### M3 wires, run 1

Drawn at 8 px/um.
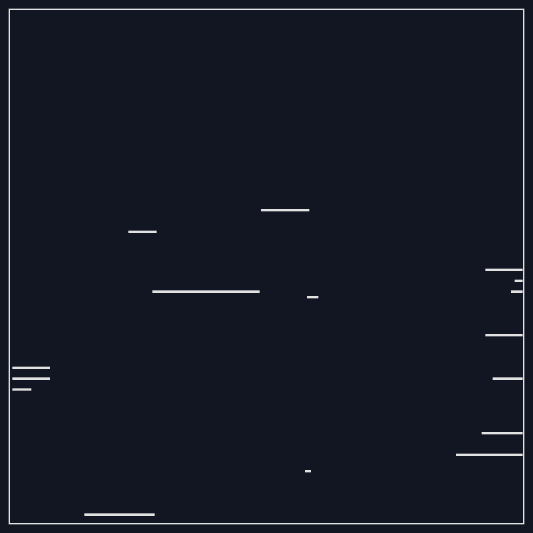
### Gate-type map, run 1

Drawn at 4 px/um.
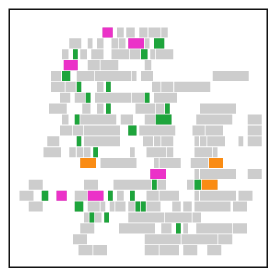
### Clock wires, drivers and flops, run 1

Drawn at 8 px/um.
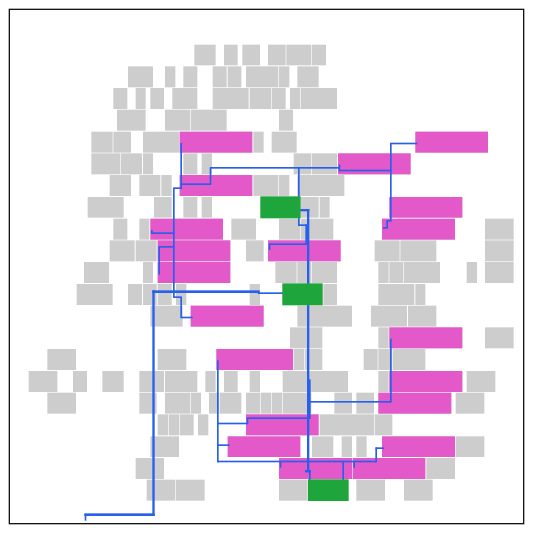
File: config.mk
export PLATFORM = sky130hd
export DESIGN_NAME = bus_cycle_ctrl
export DESIGN_NICKNAME = d
export VERILOG_FILES = /design/src/rtl/bus_pkg.sv /design/src/rtl/bus_region_decode.sv /design/src/rtl/bus_cycle_ctrl.sv
export SDC_FILE = /design/constraint.sdc
export NUM_CORES = 1
export LEC_CHECK = 0
export CORE_UTILIZATION = 35
export DETAILED_ROUTE_END_ITERATION = 12
export SETUP_SLACK_MARGIN = 0.02
export SLEW_MARGIN = 10
export SYNTH_ARGS = -nofsm -noshare
export SYNTH_HDL_FRONTEND = slang
export SYNTH_SLANG_ARGS = --single-unit
File: constraint.sdc
create_clock -name clk -period 6.3 [get_ports clk]
set_clock_uncertainty 0.1 [all_clocks]
set_input_delay 1.26 -clock clk [delete_from_list [all_inputs] [get_ports clk]]
set_output_delay 1.26 -clock clk [all_outputs]
set_load 0.1 [all_outputs]
File: src/rtl/bus_pkg.sv
// Shared encodings for the 68000 bus-cycle controller: decoded regions, FSM states
// and the interrupt-acknowledge function code.
package bus_pkg;

   typedef enum logic [2:0] {
      REG_ROM  = 3'd0,
      REG_RAM  = 3'd1,
      REG_IO   = 3'd2,
      REG_CTRL = 3'd3,
      REG_NONE = 3'd4
   } region_t;

   typedef enum logic [1:0] {
      S_IDLE = 2'd0,
      S_WAIT = 2'd1,
      S_ACK  = 2'd2,
      S_ERR  = 2'd3
   } state_t;

   localparam logic [2:0] FC_IACK = 3'b111;

endpackage

File: src/rtl/bus_region_decode.sv
// Combinational address/function-code decode: picks the target region and flags
// accesses that must terminate with a bus error.
module bus_region_decode
   import bus_pkg::*;
(
   input  logic [3:0] addr_hi,
   input  logic [2:0] fc,
   input  logic       write,
   output region_t    region,
   output logic       fault
);

   always_comb begin
      region = REG_NONE;
      case (addr_hi)
         4'h0:                                   region = REG_ROM;
         4'h1, 4'h2, 4'h3, 4'h4, 4'h5, 4'h6, 4'h7: region = REG_RAM;
         4'hE:                                   region = REG_IO;
         4'hF:                                   region = REG_CTRL;
         default:                                region = REG_NONE;
      endcase
   end

   // Interrupt acknowledge is never serviced here; autovectoring lives elsewhere.
   always_comb begin
      fault = (region == REG_NONE)
            | ((region == REG_CTRL) & ~fc[2])
            | ((region == REG_ROM) & write)
            | (fc == FC_IACK);
   end

endmodule

File: src/rtl/bus_cycle_ctrl.sv
// 68000 bus-cycle sequencer: selects one target, inserts wait states or waits on
// io_ready, and terminates each cycle with DTACK or BERR.
module bus_cycle_ctrl
   import bus_pkg::*;
#(
   parameter int ROM_WS     = 2,
   parameter int RAM_WS     = 0,
   parameter int CTRL_WS    = 1,
   parameter int IO_TIMEOUT = 64
) (
   input  logic       clk,
   input  logic       rst_n,
   input  logic       as,
   input  logic       write,
   input  logic       lds,
   input  logic       uds,
   input  logic [2:0] fc,
   input  logic [3:0] addr_hi,
   input  logic       io_ready,
   output logic       rom_en,
   output logic       ram_en,
   output logic       ctrl_en,
   output logic       io_en,
   output logic       dtack,
   output logic       berr,
   output logic       busy
);

   region_t    dec_region;
   logic       dec_fault;

   state_t     state_q, state_d;
   region_t    region_q, region_d;
   logic [7:0] cnt_q, cnt_d;

   logic rom_en_q, ram_en_q, ctrl_en_q, io_en_q, dtack_q, berr_q, busy_q;
   logic rom_en_d, ram_en_d, ctrl_en_d, io_en_d, dtack_d, berr_d, busy_d;
   logic en_active;

   bus_region_decode u_decode (
      .addr_hi (addr_hi),
      .fc      (fc),
      .write   (write),
      .region  (dec_region),
      .fault   (dec_fault)
   );

   function automatic logic [7:0] wait_states(input region_t r);
      case (r)
         REG_ROM:  return 8'(ROM_WS);
         REG_RAM:  return 8'(RAM_WS);
         REG_CTRL: return 8'(CTRL_WS);
         default:  return 8'd0;
      endcase
   endfunction

   always_comb begin
      state_d  = state_q;
      region_d = region_q;
      cnt_d    = cnt_q;
      case (state_q)
         S_IDLE: begin
            // Region is frozen here; later address changes are ignored.
            if (as && (lds || uds)) begin
               region_d = dec_region;
               cnt_d    = wait_states(dec_region);
               state_d  = dec_fault ? S_ERR : S_WAIT;
            end
         end
         S_WAIT: begin
            if (!as) begin
               state_d = S_IDLE;
            end else if (region_q == REG_IO) begin
               // IO counts up towards the timeout; io_ready wins a tie.
               if (io_ready)                             state_d = S_ACK;
               else if (cnt_q == 8'(IO_TIMEOUT - 1))     state_d = S_ERR;
               else                                      cnt_d   = cnt_q + 8'd1;
            end else if (cnt_q == 8'd0) begin
               state_d = S_ACK;
            end else begin
               cnt_d = cnt_q - 8'd1;
            end
         end
         S_ACK, S_ERR: begin
            if (!as) state_d = S_IDLE;
         end
         default: state_d = S_IDLE;
      endcase
   end

   // Outputs are registered one edge behind the state they reflect.
   always_comb begin
      en_active = (state_q == S_WAIT) || (state_q == S_ACK);
      rom_en_d  = en_active && (region_q == REG_ROM);
      ram_en_d  = en_active && (region_q == REG_RAM);
      ctrl_en_d = en_active && (region_q == REG_CTRL);
      io_en_d   = en_active && (region_q == REG_IO);
      dtack_d   = (state_q == S_ACK);
      berr_d    = (state_q == S_ERR);
      busy_d    = (state_q != S_IDLE);
   end

   always_ff @(posedge clk or negedge rst_n) begin
      if (!rst_n) begin
         state_q   <= S_IDLE;
         region_q  <= REG_NONE;
         cnt_q     <= 8'd0;
         rom_en_q  <= 1'b0;
         ram_en_q  <= 1'b0;
         ctrl_en_q <= 1'b0;
         io_en_q   <= 1'b0;
         dtack_q   <= 1'b0;
         berr_q    <= 1'b0;
         busy_q    <= 1'b0;
      end else begin
         state_q   <= state_d;
         region_q  <= region_d;
         cnt_q     <= cnt_d;
         rom_en_q  <= rom_en_d;
         ram_en_q  <= ram_en_d;
         ctrl_en_q <= ctrl_en_d;
         io_en_q   <= io_en_d;
         dtack_q   <= dtack_d;
         berr_q    <= berr_d;
         busy_q    <= busy_d;
      end
   end

   assign rom_en  = rom_en_q;
   assign ram_en  = ram_en_q;
   assign ctrl_en = ctrl_en_q;
   assign io_en   = io_en_q;
   assign dtack   = dtack_q;
   assign berr    = berr_q;
   assign busy    = busy_q;

endmodule

==> impl.org, run 1 <==
* Implementation run

** Timing
- From the final report, the count of setup violators was given as 0.

** Setup path
- The setup path with the least slack is of type input port to flop.
- Crit start category :: input port
- Along the critical path, the tally of buffer and inverter instances is 1.
- Per the timing report, the most critical flop-to-flop path finishes at cnt_q[7]$_DFFE_PN0P_.
- Worst reg2reg path startpoint :: region_q[0]$_DFFE_PN0P_
- Highest net fanout along the worst path :: 15

** Finish
- Largest cell class by area :: multi-input combinational cells
- Logic share of the area :: 48.28%
- Total number of sequential cells :: 20
- By instance count after routing, the leading logic cell types are clkdlybuf4s50_1 (20), dfrtp_1 (19), nand2_1 (18), o21ai_0 (14), ha_1 (10).

** Job
- Per the run summary, max-cap violations total 0.
- Tally of OpenROAD warnings :: 29

** Hold path
- Counting instances, the worst hold path has a depth of 1.

** GRT
- Wire length of the first global-routing pass :: 4.795 mm
- GRT Residual Overflow :: 0
- The number of antenna violations at the first check in global routing came to 0.

** Floorplan
- During tapcell insertion the tool placed around 48 well taps.

** Power
- Total Power Consumption :: 860.0 uW

** Placement
- Worst Setup Slack post-DPL :: about 2.8 ns
- Port Buffer Count :: 20
- Per the placement report, the placed cell count is 207.
- Final Wtd Congestion :: 0.8056

** Clock network
- Resized Gates After CTS :: 0
- Count of H-tree levels built during CTS :: 1

** Synthesis
- Total of warnings raised by yosys :: 0
- Ranked by total cell area, the synthesized netlist is headed by dfrtp_1 (35%), ha_1 (9.3%), o21ai_0 (5.2%).
- Asr flop ratio synth :: 100.0%

** Status
- The flow ran to the end, and the final reports show no timing, DRC or antenna violations.
Notes on 'M3 wires' above:
nets with wire on the layer: 13
share of all routed wire: 2.5%
wire length on this layer: 69.7 um

Notes on 'Gate-type map' above:
legend:
  green:
    family: nand cells
    cells: 26
    most_used: nand2_1
  orange:
    family: mux cells
    cells: 3
    most_used: mux2_2
  magenta:
    family: non-inverting ao/oa cells
    cells: 6
    most_used: o21a_1

Notes on 'Clock wires, drivers and flops' above:
legend:
  blue:
    item: clock wires
    length: 266 um
  green:
    item: clock-net drivers
    count: 3
  magenta:
    item: flip-flops
    count: 20
routed clock nets: 4

run 1: synthesized netlist by cell type (2+ instances only):
library cell	number
dfrtp_1	19
nand2_1	18
o21ai_0	14
ha_1	10
inv_1	7
nor2_1	7
a21oi_1	5
a211oi_1	3
nand3_1	3
nand4_1	3
o31ai_1	3
or2_2	3
and2_1	2
mux2_2	2
nor3_1	2
o2111ai_1	2
o211ai_1	2
o21a_1	2
o311ai_0	2
or3_1	2
xnor2_1	2
xor2_1	2
run 1: flip-flops by register name, summed over array words and instances (netlist names):
| signal | cells |
|---|---|
| berr | 1 |
| busy | 1 |
| cnt_q | 8 |
| ctrl_en | 1 |
| dtack | 1 |
| io_en | 1 |
| ram_en | 1 |
| region_q | 3 |
| rom_en | 1 |
| state_q | 2 |
run 1: kinds of logic (layout without fill, tap and decap cells):
logic type,count (synthesis),count (layout),synth area share (%)
muxes,3,3,2.410
buffers and inverters,12,32,4.263
xor gates and xnor gates,4,4,2.595
adders and majority gates,11,11,10.01
DFF,20,20,37.16
AOI/OAI and AO/OA,43,43,23.35
and+or+nand+nor,50,50,20.21
run 1: layer usage:
layer | up-vias | wire, um | part of all wire, % | track usage [%]
li1 | 580 | - | - | -
met1 | 519 | 1396 | 50 | 19.47
met2 | 17 | 1281 | 46 | 24.47
met3 | 5 | 69 | 2.5 | 2.143
met4 | 0 | 60 | 2.1 | 7.500
met5 | - | 0 | 0 | 0
run 1: worst max-delay path by stage:
stage	startpoint	endpoint
final	as	cnt_q[7]$_DFFE_PN0P_
after global routing	as	cnt_q[7]$_DFFE_PN0P_
after CTS	as	cnt_q[7]$_DFFE_PN0P_
after detailed placement	as	cnt_q[7]$_DFFE_PN0P_
after global placement	as	cnt_q[7]$_DFFE_PN0P_
after floorplan	uds	cnt_q[7]$_DFFE_PN0P_
### Signal wires by layer, run 1

Drawn at 4 px/um.
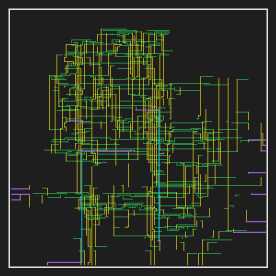

==> run 1 -> run 2 <==
==> constraint.sdc (replaced) <==
create_clock -name clk -period 2.85 [get_ports clk]
set_clock_uncertainty 0.1 [all_clocks]
set_input_delay 0.57 -clock clk [delete_from_list [all_inputs] [get_ports clk]]
set_output_delay 0.57 -clock clk [all_outputs]
set_load 0.1 [all_outputs]
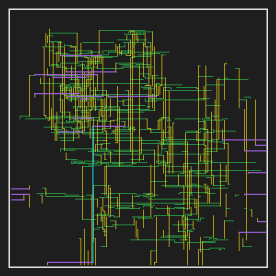
*Signal wires by layer, run 2*
Drawn at 4 px/um.
legend:
  green:
    layer: M1
    wire_length: 1360 um
  purple:
    layer: M3
    wire_length: 159 um
  cyan:
    layer: M4
    wire_length: 34.0 um
  yellow:
    layer: M2
    wire_length: 1410 um

==> run 2 against run 1 <==
- sequential cell count unchanged
- die size did not move
- largest power group unchanged
- count of clock-buffer cells in the layout down 1
- wire length up 5.6%
- synthesized cell count did not move
- total power increased by 130%
- critical path type is now flop to flop
- synthesized area unchanged
- sequential power increased by 120%
==> impl.org, run 2 <==
* Implementation run

** Job
- OpenROAD emitted warnings numbering 29.
- In this run the maximum-capacitance check reported violations numbering 0.

** Synthesis
- Most used standard cells in the synthesized netlist :: dfrtp_1 (19), nand2_1 (18), o21ai_0 (14)
- The Yosys step of the flow raised 0 warnings.
- Main area contributors :: dfrtp_1 (35%), ha_1 (9.3%), o21ai_0 (5.2%)
- Most frequent cell after synthesis :: dfrtp_1
- Asr flop ratio synth :: 100.0%

** Setup path
- Worst Setup SP :: region_q[0]$_DFFE_PN0P_
- In this run the worst setup path terminates at cnt_q[7]$_DFFE_PN0P_.
- Classification of the worst setup path :: flop to flop
- Crit start category :: flop
- Worst reg2reg path startpoint :: region_q[0]$_DFFE_PN0P_

** Clock network
- Resized Gates After CTS :: 0
- Looking at the clock tree report, the H-tree level count equals 1.

** Timing
- The end-of-flow timing check tallies setup violations at 0.

** Finish
- Largest reg by FF count :: cnt_q
- Most instantiated logic cells after routing :: dfrtp_1 (19), nand2_1 (18), o21ai_0 (14), clkdlybuf4s50_1 (13)
- Flip-flop count of the largest register, all copies and words added :: 8
- The largest registers in the layout are cnt_q: 8 flops, region_q: 3 flops, state_q: 2 flops.

** GRT
- Wire length of the first global-routing pass :: between 5 and 6 mm
- The number of antenna violations at the first check in global routing is 0.

** Hold path
- Worst hold path stage count :: 1

** Status
- Status :: finished clean
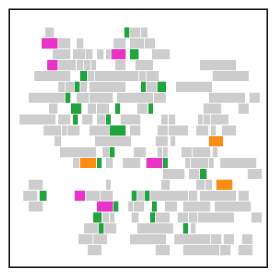
*Gate-type map, run 2*
Drawn at 4 px/um.
top logic cell by instance count in the layout: dfrtp_1
final instance count without filler cells: 214
logic share of the area: 47.66%

==> run 2: cell counts after synthesis <==
Identical to the previous run, type by type.
==> run 2: power groups by stage <==
stage	clock network (uW)	logic [uW]	registers, uW
after global placement	0	1180	493
after floorplan	0	743	699
after detailed placement	0	1200	496
after CTS	290	1200	490
after global routing	303	1320	505
final	283	1200	491
==> run 2: area by class of cell <==
type	instances	area, um2	area share (%)
timing repair buffer	23	205.2	12.37
clock inverter	1	30.03	1.810
clock buffer	3	41.29	2.489
sequential	20	501.7	30.24
inverter	8	30.03	1.810
tap	48	60.06	3.620
multi-input combinational	111	790.8	47.66
==> run 2: cell families after synthesis <==
logic type | Yosys count | synth area share (%)
and+or+nand+nor | 50 | 20.21
AOI/OAI and AO/OA | 43 | 23.35
DFF | 20 | 37.16
buffers and inverters | 12 | 4.263
adders and majority gates | 11 | 10.01
xor gates and xnor gates | 4 | 2.595
muxes | 3 | 2.410
==> run 2: worst max-delay path: stages, from the launching register on <==
cell	delay, ns
dfrtp_1	0.44
nor3b_4	0.25
inv_2	0.15
ha_1	0.39
o211ai_1	0.14
o211a_1	0.27
and4_1	0.20
o311ai_0	0.38
o311ai_2	0.16
==> run 2: through the flow <==
step | util, % | hold slack (ns) | std cells
2_1_floorplan | - | 0.1744 | 143
3_3_place_gp | 43.05 | 0.3864 | 210
3_5_place_dp | 43.05 | 0.3887 | 210
4_1_cts | 44.98 | 0.3999 | 214
5_1_grt | 44.98 | 0.4274 | 214
6_report | 44.98 | 0.3949 | 214
==> run 2: per-layer routing <==
metal | track usage [%] | share of wire, % | vias to the layer above
met5 | 0 | 0 | -
met4 | 6.389 | 1.1 | 0
met3 | 3.393 | 5.3 | 2
met2 | 27.13 | 48 | 34
met1 | 19.40 | 46 | 518
li1 | - | - | 584
==> run 2 -> run 3 <==
--- a/config.mk
+++ b/config.mk
@@ -5,9 +5,10 @@
 export SDC_FILE = /design/constraint.sdc
 export NUM_CORES = 1
 export LEC_CHECK = 0
+export ABC_AREA = 0
 export CORE_UTILIZATION = 35
 export DETAILED_ROUTE_END_ITERATION = 12
-export SETUP_SLACK_MARGIN = 0.02
+export SETUP_SLACK_MARGIN = 0.5
 export SLEW_MARGIN = 10
 export SYNTH_ARGS = -nofsm -noshare
 export SYNTH_HDL_FRONTEND = slang
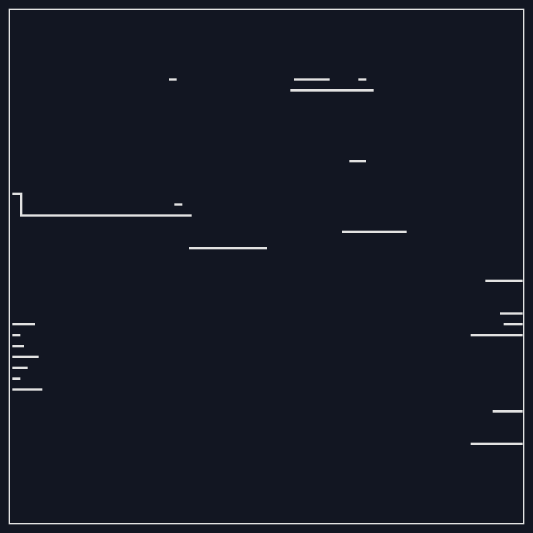
*M3 wires, run 3*
Drawn at 8 px/um.
main direction: horizontal
share of all routed wire: 2.9%
longest straight run: 21.2 um
wire length on this layer: 97.7 um

==> run 3 against run 2 <==
- synthesized cell count is the same
- first-iteration DRC count shrank 16%
- maximum frequency grew 10%
- combinational power grew 28%
- sequential cell count is the same
- hold slack gained 0.013 ns
- critical path depth grew 1
- largest cell class unchanged
- largest power group unchanged
==> impl.org, run 3 <==
* Implementation run

** Status
- The flow ran to the end, and the final reports show no timing, DRC or antenna violations.

** GRT
- GRT Residual Overflow :: 0
- Initial antenna violation count :: 0

** Setup path
- Among all stages on the critical path, the maximum delay recorded is 0.41 ns.
- The signal on the critical path passes through nor3b_4 > clkinv_4 > buf_4 > buf_4 > buf_4 > buf_4 > maj3_1 > a211oi_1 > o31ai_1.
- Looking at the setup timing report, the critical path kind is flop to flop.
- The timing report shows that the slowest cell on the worst path is dfrtp_1.
- Among the stages of the critical path, the cell type that occurs most often is buf_4.
- In this design, the largest share of critical-path delay is due to buffers and inverters.

** Finish
- More flip-flops sit in one register than any other, and that register is cnt_q.
- Top logic cell by instance count in the layout :: buf_4
- Area of the multi-input gates :: 878.3 um2
- Final instance count without filler cells :: 230
- Most instantiated logic cells after routing :: buf_4 (25), nand2_1 (18), dfrtp_1 (18), clkdlybuf4s50_1 (13), o21ai_0 (12)

** Placement
- Worst Setup Slack post-DPL :: 0.1701 ns
- Placed Cells incl. Taps :: 210

** Power
- The power report lists the sequential group at 502 uW.

** Clock network
- In this run the number of H-tree levels came out at 1.

** Synthesis
- Main area contributors :: dfrtp_1 (35%), ha_1 (9.3%), o21ai_0 (5.2%)
- For this run, asynchronously set or reset flops after synthesis account for 100.0%.

** Job
- The number of warnings reported in the stage logs is 30.
- Number of violations of the max-capacitance limit :: 0

** Timing
- Worst slack on hold paths :: 0.4080 ns
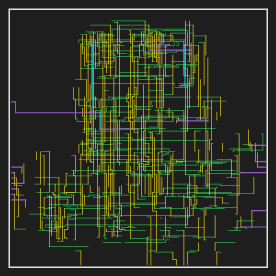
*Signal wires by layer, run 3*
Drawn at 4 px/um.
total vias in the final route: 1236
average wire per standard cell: 14.73 um
Total Routed Length: 3.389 mm
global-route total usage across every layer: 16.41%

-- run 3: per-layer routing --
layer / part of all wire [%] / vias up / GRT usage [%]
li1: - / 617 / -
met1: 45 / 588 / 21.00
met2: 51 / 25 / 28.86
met3: 2.9 / 6 / 2.679
met4: 0.86 / 0 / 3.611
met5: 0 / - / 0
-- run 3: kinds of logic after synthesis --
| kind of cell | synth area share [%] |
|---|---|
| AOI/OAI and AO/OA | 23.35 |
| and+or+nand+nor | 20.21 |
| buffers and inverters | 4.263 |
| xor gates and xnor gates | 2.595 |
| adders and majority gates | 10.01 |
| muxes | 2.410 |
| DFF | 37.16 |
-- run 3: repair_timing --
item                       4_1_cts  5_1_grt
gates resized                    0       16
pin swaps                        2       11
setup buffers                    4       12
hold buffers                     0        0
setup endpoints to repair        1        3
-- run 3: final timing paths --
kind | end | slack (ns) | cells after the start | start
max in group asynchronous | region_q[2]$_DFFE_PN1P_ | 1.83 | 2 | rst_n
max reg2reg | cnt_q[3]$_DFFE_PN0P_ | 0.47 | 9 | region_q[0]$_DFFE_PN0P_
min in group asynchronous | busy$_DFF_PN0_ | 0.55 | 2 | rst_n
max | cnt_q[3]$_DFFE_PN0P_ | 0.47 | 9 | region_q[0]$_DFFE_PN0P_
min reg2reg | region_q[2]$_DFFE_PN1P_ | 0.41 | 2 | region_q[2]$_DFFE_PN1P_
min | region_q[2]$_DFFE_PN1P_ | 0.41 | 2 | region_q[2]$_DFFE_PN1P_
-- run 3: layout make-up --
| class | count | area share (%) |
|---|---|---|
| multi-input combinational | 111 | 46.80 |
| sequential | 20 | 26.80 |
| timing repair buffer | 39 | 17.53 |
| tap | 48 | 3.200 |
| clock buffer | 3 | 2.200 |
| inverter | 8 | 1.867 |
| clock inverter | 1 | 1.600 |
No activity file was given, so power comes from the tool's default toggle rates.
